<file path="src/rtl/mic_dma_pkg.sv">
// Shared types and bus constants for the mic DMA blocks.
package mic_dma_pkg;

   typedef enum logic [1:0] {IDLE, ISSUE, DRAIN, DONE} rd_state_t;

   localparam logic [2:0]  AM_BURST_ONE = 3'd1;
   localparam logic [3:0]  AM_BE_ALL    = 4'hF;
   localparam logic [31:0] WORD_BYTES   = 32'd4;

endpackage

</file>
<file path="src/rtl/mic_sync_fifo.sv">
// Show-ahead synchronous FIFO with simultaneous push/pop.
module mic_sync_fifo #(
   parameter int WIDTH = 32,
   parameter int DEPTH = 8
) (
   input  logic                     CLK,
   input  logic                     RESET,
   input  logic                     push_i,
   input  logic [WIDTH-1:0]         din_i,
   input  logic                     pop_i,
   output logic [WIDTH-1:0]         dout_o,
   output logic [$clog2(DEPTH):0]   count_o,
   output logic                     empty_o,
   output logic                     full_o
);
   import mic_dma_pkg::*;

   localparam int AW = $clog2(DEPTH);

   logic [WIDTH-1:0] mem_q [DEPTH];
   logic [AW-1:0]    wr_ptr_q, wr_ptr_d;
   logic [AW-1:0]    rd_ptr_q, rd_ptr_d;
   logic [AW:0]      count_q, count_d;
   logic             do_push, do_pop;

   assign empty_o = (count_q == '0);
   assign full_o  = (count_q == (AW+1)'(DEPTH));
   assign count_o = count_q;
   // Head is forced to zero when empty so the stream never shows stale storage.
   assign dout_o  = empty_o ? '0 : mem_q[rd_ptr_q];

   assign do_pop  = pop_i && !empty_o;
   assign do_push = push_i && (!full_o || do_pop);

   always_comb begin
      wr_ptr_d = wr_ptr_q;
      rd_ptr_d = rd_ptr_q;
      count_d  = count_q;
      if (do_push) wr_ptr_d = wr_ptr_q + AW'(1);
      if (do_pop)  rd_ptr_d = rd_ptr_q + AW'(1);
      case ({do_push, do_pop})
         2'b10:   count_d = count_q + (AW+1)'(1);
         2'b01:   count_d = count_q - (AW+1)'(1);
         default: count_d = count_q;
      endcase
   end

   always_ff @(posedge CLK) begin
      if (RESET) begin
         wr_ptr_q <= '0;
         rd_ptr_q <= '0;
         count_q  <= '0;
      end else begin
         wr_ptr_q <= wr_ptr_d;
         rd_ptr_q <= rd_ptr_d;
         count_q  <= count_d;
      end
   end

   always_ff @(posedge CLK) begin
      if (do_push) mem_q[wr_ptr_q] <= din_i;
   end

endmodule

</file>
<file path="src/rtl/mic_rd_dma.sv">
// Avalon-MM read master: streams a contiguous block of sample words out in address order.
module mic_rd_dma #(
   parameter int DEPTH = 8
) (
   input  logic        CLK,
   input  logic        RESET,
   output logic [31:0] AM_ADDR,
   output logic [2:0]  AM_BURSTCOUNT,
   output logic [3:0]  AM_BYTEENABLE,
   output logic        AM_READ,
   input  logic        AM_WAITREQUEST,
   input  logic [31:0] AM_READDATA,
   input  logic        AM_READDATAVALID,
   input  logic        start,
   input  logic [31:0] start_address,
   input  logic [31:0] number_samples,
   output logic [31:0] out_data,
   output logic        out_valid,
   input  logic        out_ready,
   output logic        BUSY,
   output logic        FINISHED
);
   import mic_dma_pkg::*;

   localparam int           CW         = $clog2(DEPTH) + 1;
   localparam logic [CW:0]  CREDIT_MAX = (CW+1)'(DEPTH);

   rd_state_t       state_q, state_d;
   logic [31:0]     addr_q, addr_d;
   logic [31:0]     remaining_q, remaining_d;
   logic [CW-1:0]   outstanding_q, outstanding_d;

   logic [CW-1:0]   fifo_count;
   logic            fifo_empty, fifo_full;
   logic [CW:0]     credit;
   logic            active, accept, push, pop;

   // Reads in flight plus words buffered may never exceed the FIFO depth.
   assign credit  = {1'b0, outstanding_q} + {1'b0, fifo_count};
   assign AM_READ = (state_q == ISSUE) && (remaining_q != 32'd0) &&
                    (credit < CREDIT_MAX) && !fifo_full;
   assign AM_ADDR = (state_q == ISSUE) ? addr_q : 32'd0;
   assign AM_BURSTCOUNT = AM_BURST_ONE;
   assign AM_BYTEENABLE = AM_BE_ALL;

   assign active = (state_q == ISSUE) || (state_q == DRAIN);
   assign accept = AM_READ && !AM_WAITREQUEST;
   assign push   = AM_READDATAVALID && active;
   assign pop    = !fifo_empty && out_ready;

   assign out_valid = !fifo_empty;
   assign BUSY      = active;
   assign FINISHED  = (state_q == DONE);

   always_comb begin
      state_d       = state_q;
      addr_d        = addr_q;
      remaining_d   = remaining_q;
      outstanding_d = outstanding_q;
      case (state_q)
         IDLE: begin
            if (start) begin
               if (number_samples != 32'd0) begin
                  state_d     = ISSUE;
                  addr_d      = {start_address[31:2], 2'b00};
                  remaining_d = number_samples;
               end else begin
                  state_d = DONE;
               end
            end
         end
         ISSUE: begin
            if (accept) begin
               addr_d      = addr_q + WORD_BYTES;
               remaining_d = remaining_q - 32'd1;
               if (remaining_q == 32'd1) state_d = DRAIN;
            end
         end
         DRAIN: begin
            if (outstanding_q == '0 && fifo_empty) state_d = DONE;
         end
         DONE: begin
            if (!start) state_d = IDLE;
         end
         default: state_d = IDLE;
      endcase
      case ({accept, push})
         2'b10:   outstanding_d = outstanding_q + CW'(1);
         2'b01:   outstanding_d = (outstanding_q != '0) ? outstanding_q - CW'(1) : outstanding_q;
         default: outstanding_d = outstanding_q;
      endcase
   end

   always_ff @(posedge CLK) begin
      if (RESET) begin
         state_q       <= IDLE;
         addr_q        <= 32'd0;
         remaining_q   <= 32'd0;
         outstanding_q <= '0;
      end else begin
         state_q       <= state_d;
         addr_q        <= addr_d;
         remaining_q   <= remaining_d;
         outstanding_q <= outstanding_d;
      end
   end

   mic_sync_fifo #(
      .WIDTH (32),
      .DEPTH (DEPTH)
   ) u_fifo (
      .CLK     (CLK),
      .RESET   (RESET),
      .push_i  (push),
      .din_i   (AM_READDATA),
      .pop_i   (pop),
      .dout_o  (out_data),
      .count_o (fifo_count),
      .empty_o (fifo_empty),
      .full_o  (fifo_full)
   );

endmodule

</file>
<file path="config.mk">
export PLATFORM = sky130hd
export DESIGN_NAME = mic_rd_dma
export DESIGN_NICKNAME = d
export VERILOG_FILES = /design/src/rtl/mic_dma_pkg.sv /design/src/rtl/mic_sync_fifo.sv /design/src/rtl/mic_rd_dma.sv
export SDC_FILE = /design/constraint.sdc
export NUM_CORES = 1
export LEC_CHECK = 0
export ABC_AREA = 1
export CAP_MARGIN = 5
export CELL_PAD_IN_SITES_DETAIL_PLACEMENT = 1
export CELL_PAD_IN_SITES_GLOBAL_PLACEMENT = 2
export CORE_MARGIN = 2
export CORE_UTILIZATION = 38
export CTS_CLUSTER_SIZE = 40
export DETAILED_ROUTE_END_ITERATION = 16
export HOLD_SLACK_MARGIN = 0.12
export PLACE_DENSITY_LB_ADDON = 0.1
export SLEW_MARGIN = 20
export SYNTH_ARGS = -nofsm -noshare
export SYNTH_HDL_FRONTEND = slang
export SYNTH_SLANG_ARGS = --single-unit
</file>
<file path="constraint.sdc">
create_clock -name CLK -period 4.5 [get_ports CLK]
set_clock_uncertainty 0.05 [all_clocks]
set_input_delay 0.9 -clock CLK [delete_from_list [all_inputs] [get_ports CLK]]
set_output_delay 0.9 -clock CLK [all_outputs]
set_load 0.1 [all_outputs]
</file>
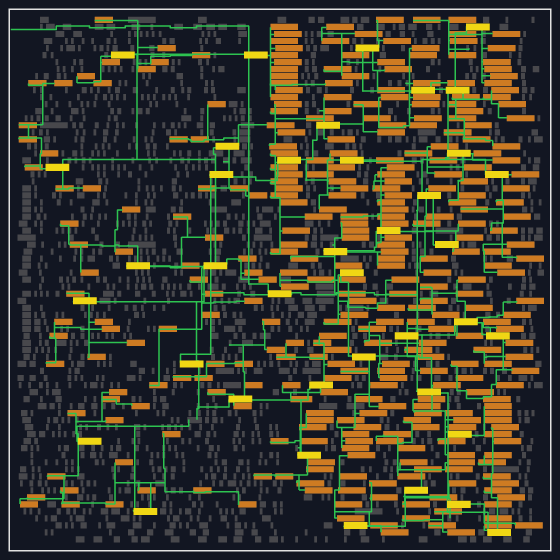
Fig. 1. Clock wires, drivers and flops.
[green] clock wires | length: 4560 um
[yellow] cells driving clock nets | count: 39
[orange] flip-flops | count: 337
routed clock nets: 40

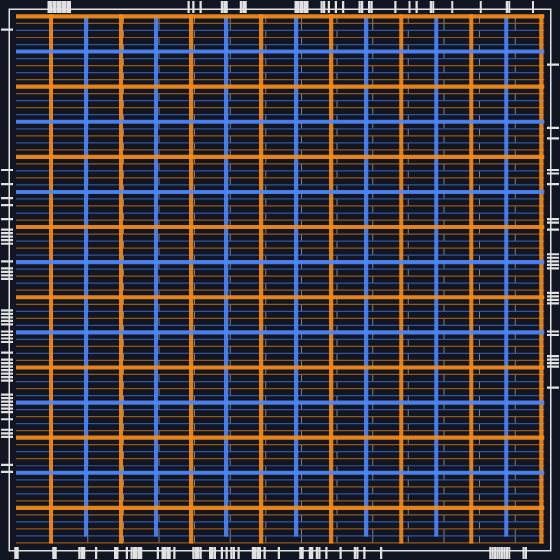
Fig. 2. Power grid.
Pins as bars on the die edge. Tap cells in grey.
[blue] VDD
[orange] VSS
tap cells: 539
met4 straps: 15
rows: 75

==> results_slide.txt <==
Implementation Results

Run status
  • Outcome: finished clean

Timing
  • Setup_tns: 0 ns
  • Tmin final: 3.67 ns
  • Worst-Margin Slew: 0.995 ns
  • Setup-failing EPs final: 0
  • Rel. slew slack: 0.334
  • Slew Limit Fails: 0
  • Final Cycle Share: 0.815
  • Hold Violations, Final: 0

Synth
  • Syn Inst Count: 1810
  • Synth logic family: simple AND/OR/NAND/NOR gates
  • Largest cells by area: edfxtp_1 (48%), dfxtp_1 (10%), nor2_1 (9.3%)
  • Basic Gates by Area: 0.213
  • Yosys xor share: 0.00493
  • Yosys Instances: 1810
  • Yosys stat area: 16000 um^2
  • Synth Seq Share: 0.582
  • Cell type with the largest total area: edfxtp_1
  • Adder Area Share: 0.0166
  • Warnings, synthesis: 0
  • Synth Cell Area: 16000 um^2

Clock network
  • Postcts setup bufs: 0
  • CTS tree: yes
  • Num CTS Buffers: 39
  • Worst-path clk slew: 0.05 ns
  • Clock Sinks: 337
  • H-tree depth: 2
  • Worst-Skew Late Latency: 0.55 ns
  • Post-CTS Hold Buffers: 0

Critical path
  • Critical path cell sequence: inv_2 -> buf_12 -> buf_4 -> o21ai_0 -> o22ai_1 -> o21ai_0 -> a31oi_1 -> buf_4
  • Critical path depth: 8
  • CP max stage delay: 0.41 ns
  • Critical-path maximum fanout: 40
  • Worst R2R Setup Slack: 1.52 ns
  • Crit-path leading delay family: buffers and inverters
  • Setup CP Type: reg2out
  • Crit path buf inv count: 4
  • Crit Reg-Reg Startpoint: state_q[1]
  • CP Launch Type: flop
  • Crit path to: out_data[24]
  • Critical path data arrival time: 2.72 ns
  • Worst reg2reg path depth: 9

Global routing
  • M2 GR Usage: 0.384
  • Routing usage on met3: 0.0305
  • Grt ovf: 0
  • Largest net degree at the start of global routing: 129
  • Grt peak-use layer: met2

Floorplanning
  • IO Pins: 177
  • Chip Height: 209 um
  • Init Core Util: 0.383
  • Chip area: 43800 um^2
  • Die X: 209 um

Finish
  • Logic cell area: 5810 um^2
  • Signal buffers: 192
  • Combinational fraction of the cell area: 0.299
  • Share of post-route cells with drive strength above 1: 0.0969
  • # clk buffers: 47
  • Most numerous logic cells after layout: nor2_1 (389), nand2_1 (334), edfxtp_1 (256), o21ai_0 (209), inv_1 (124)
  • Clock network area share: 0.0664
  • Fillers: 4839
  • Seq cells: 337
  • Non-clock buffering overhead: 0.0948
  • Seq area share: 0.479
  • Nonclk inv count: 137
  • Flop area: 9310 um^2

Place
  • IO buf count: 165
  • Post-DP HPWL: 29500 um

Drt
  • Via/cell ratio: 5.16
  • Drt first pass iters: 5
  • Final WL: 46500 um
  • Post-DRT Antenna Nets: 0
  • Top routing layer in use: met4

Min path
  • Hold_sp: u_fifo.rd_ptr_q[0]
  • Hold path cells: 1
  • Worst hold-check path type: reg2reg

Power
  • Power, Total: 0.0144 W
  • Leak Pwr: 7.55 nW
  • Worst VDD drop: 0.497 mV

Flow run
  • Tool Warnings: 35
registers in the layout, summed over array words and instances, names as in the netlist, named ones only:
register,cells
state_q,2
outstanding_q,4
remaining_q,32
u_fifo.mem_q,256
u_fifo.wr_ptr_q,3
u_fifo.rd_ptr_q,3
addr_q,30
u_fifo.count_o,4
cell usage after synthesis:
cell type and count:
nand2_4 2, a211oi_1 1, o21ai_1 1, or2_2 6, nor4_1 2, dfxtp_1 81, nor3_2 1, a21oi_1 58
nor3b_1 1, buf_2 10, nand3_1 60, a221oi_1 3, o211ai_1 8, nand2_1 334, edfxtp_1 256, buf_4 11
nor2_4 1, o21bai_1 2, nor2_1 397, conb_1 2, nand4_1 18, nand3_4 1, a2bb2oi_1 1, nor3_1 12
buf_6 5, o31ai_1 3, clkinv_1 2, a31oi_1 35, o21ai_0 209, and2_1 1, nor2_2 6, o22ai_1 37
fa_1 2, clkbuf_1 62, nand3b_1 1, a22oi_1 2, inv_1 125, xor2_1 5, ha_1 18, buf_1 9
xnor2_1 4, inv_2 10, nand2_2 3, mux2i_1 2
metrics by stage:
| stage | utilization | cells | hold slack [ns] | setup slack [ns] | instance area, um^2 |
|---|---|---|---|---|---|
| after CTS | 0.466 | 2521 | 0.431 | 0.772 | 19500 |
| after global placement | 0.435 | 2451 | 0.400 | 0.843 | 18200 |
| after global routing | 0.466 | 2521 | 0.460 | 0.561 | 19500 |
| after floorplan | - | 1817 | 0.383 | 0.169 | 16000 |
| after detailed placement | 0.435 | 2451 | 0.419 | 0.815 | 18200 |
| final | 0.466 | 2521 | 0.426 | 0.831 | 19500 |
power breakdown:
group | leakage, nW | internal [W] | total (W) | switching, W
Combinational | 3.94 | 0.00177 | 0.00697 | 0.00520
Clock | 0.634 | 0.00194 | 0.00322 | 0.00127
Sequential | 2.97 | 0.00377 | 0.00417 | 0.000397
Power and IR drop assume default switching activity.
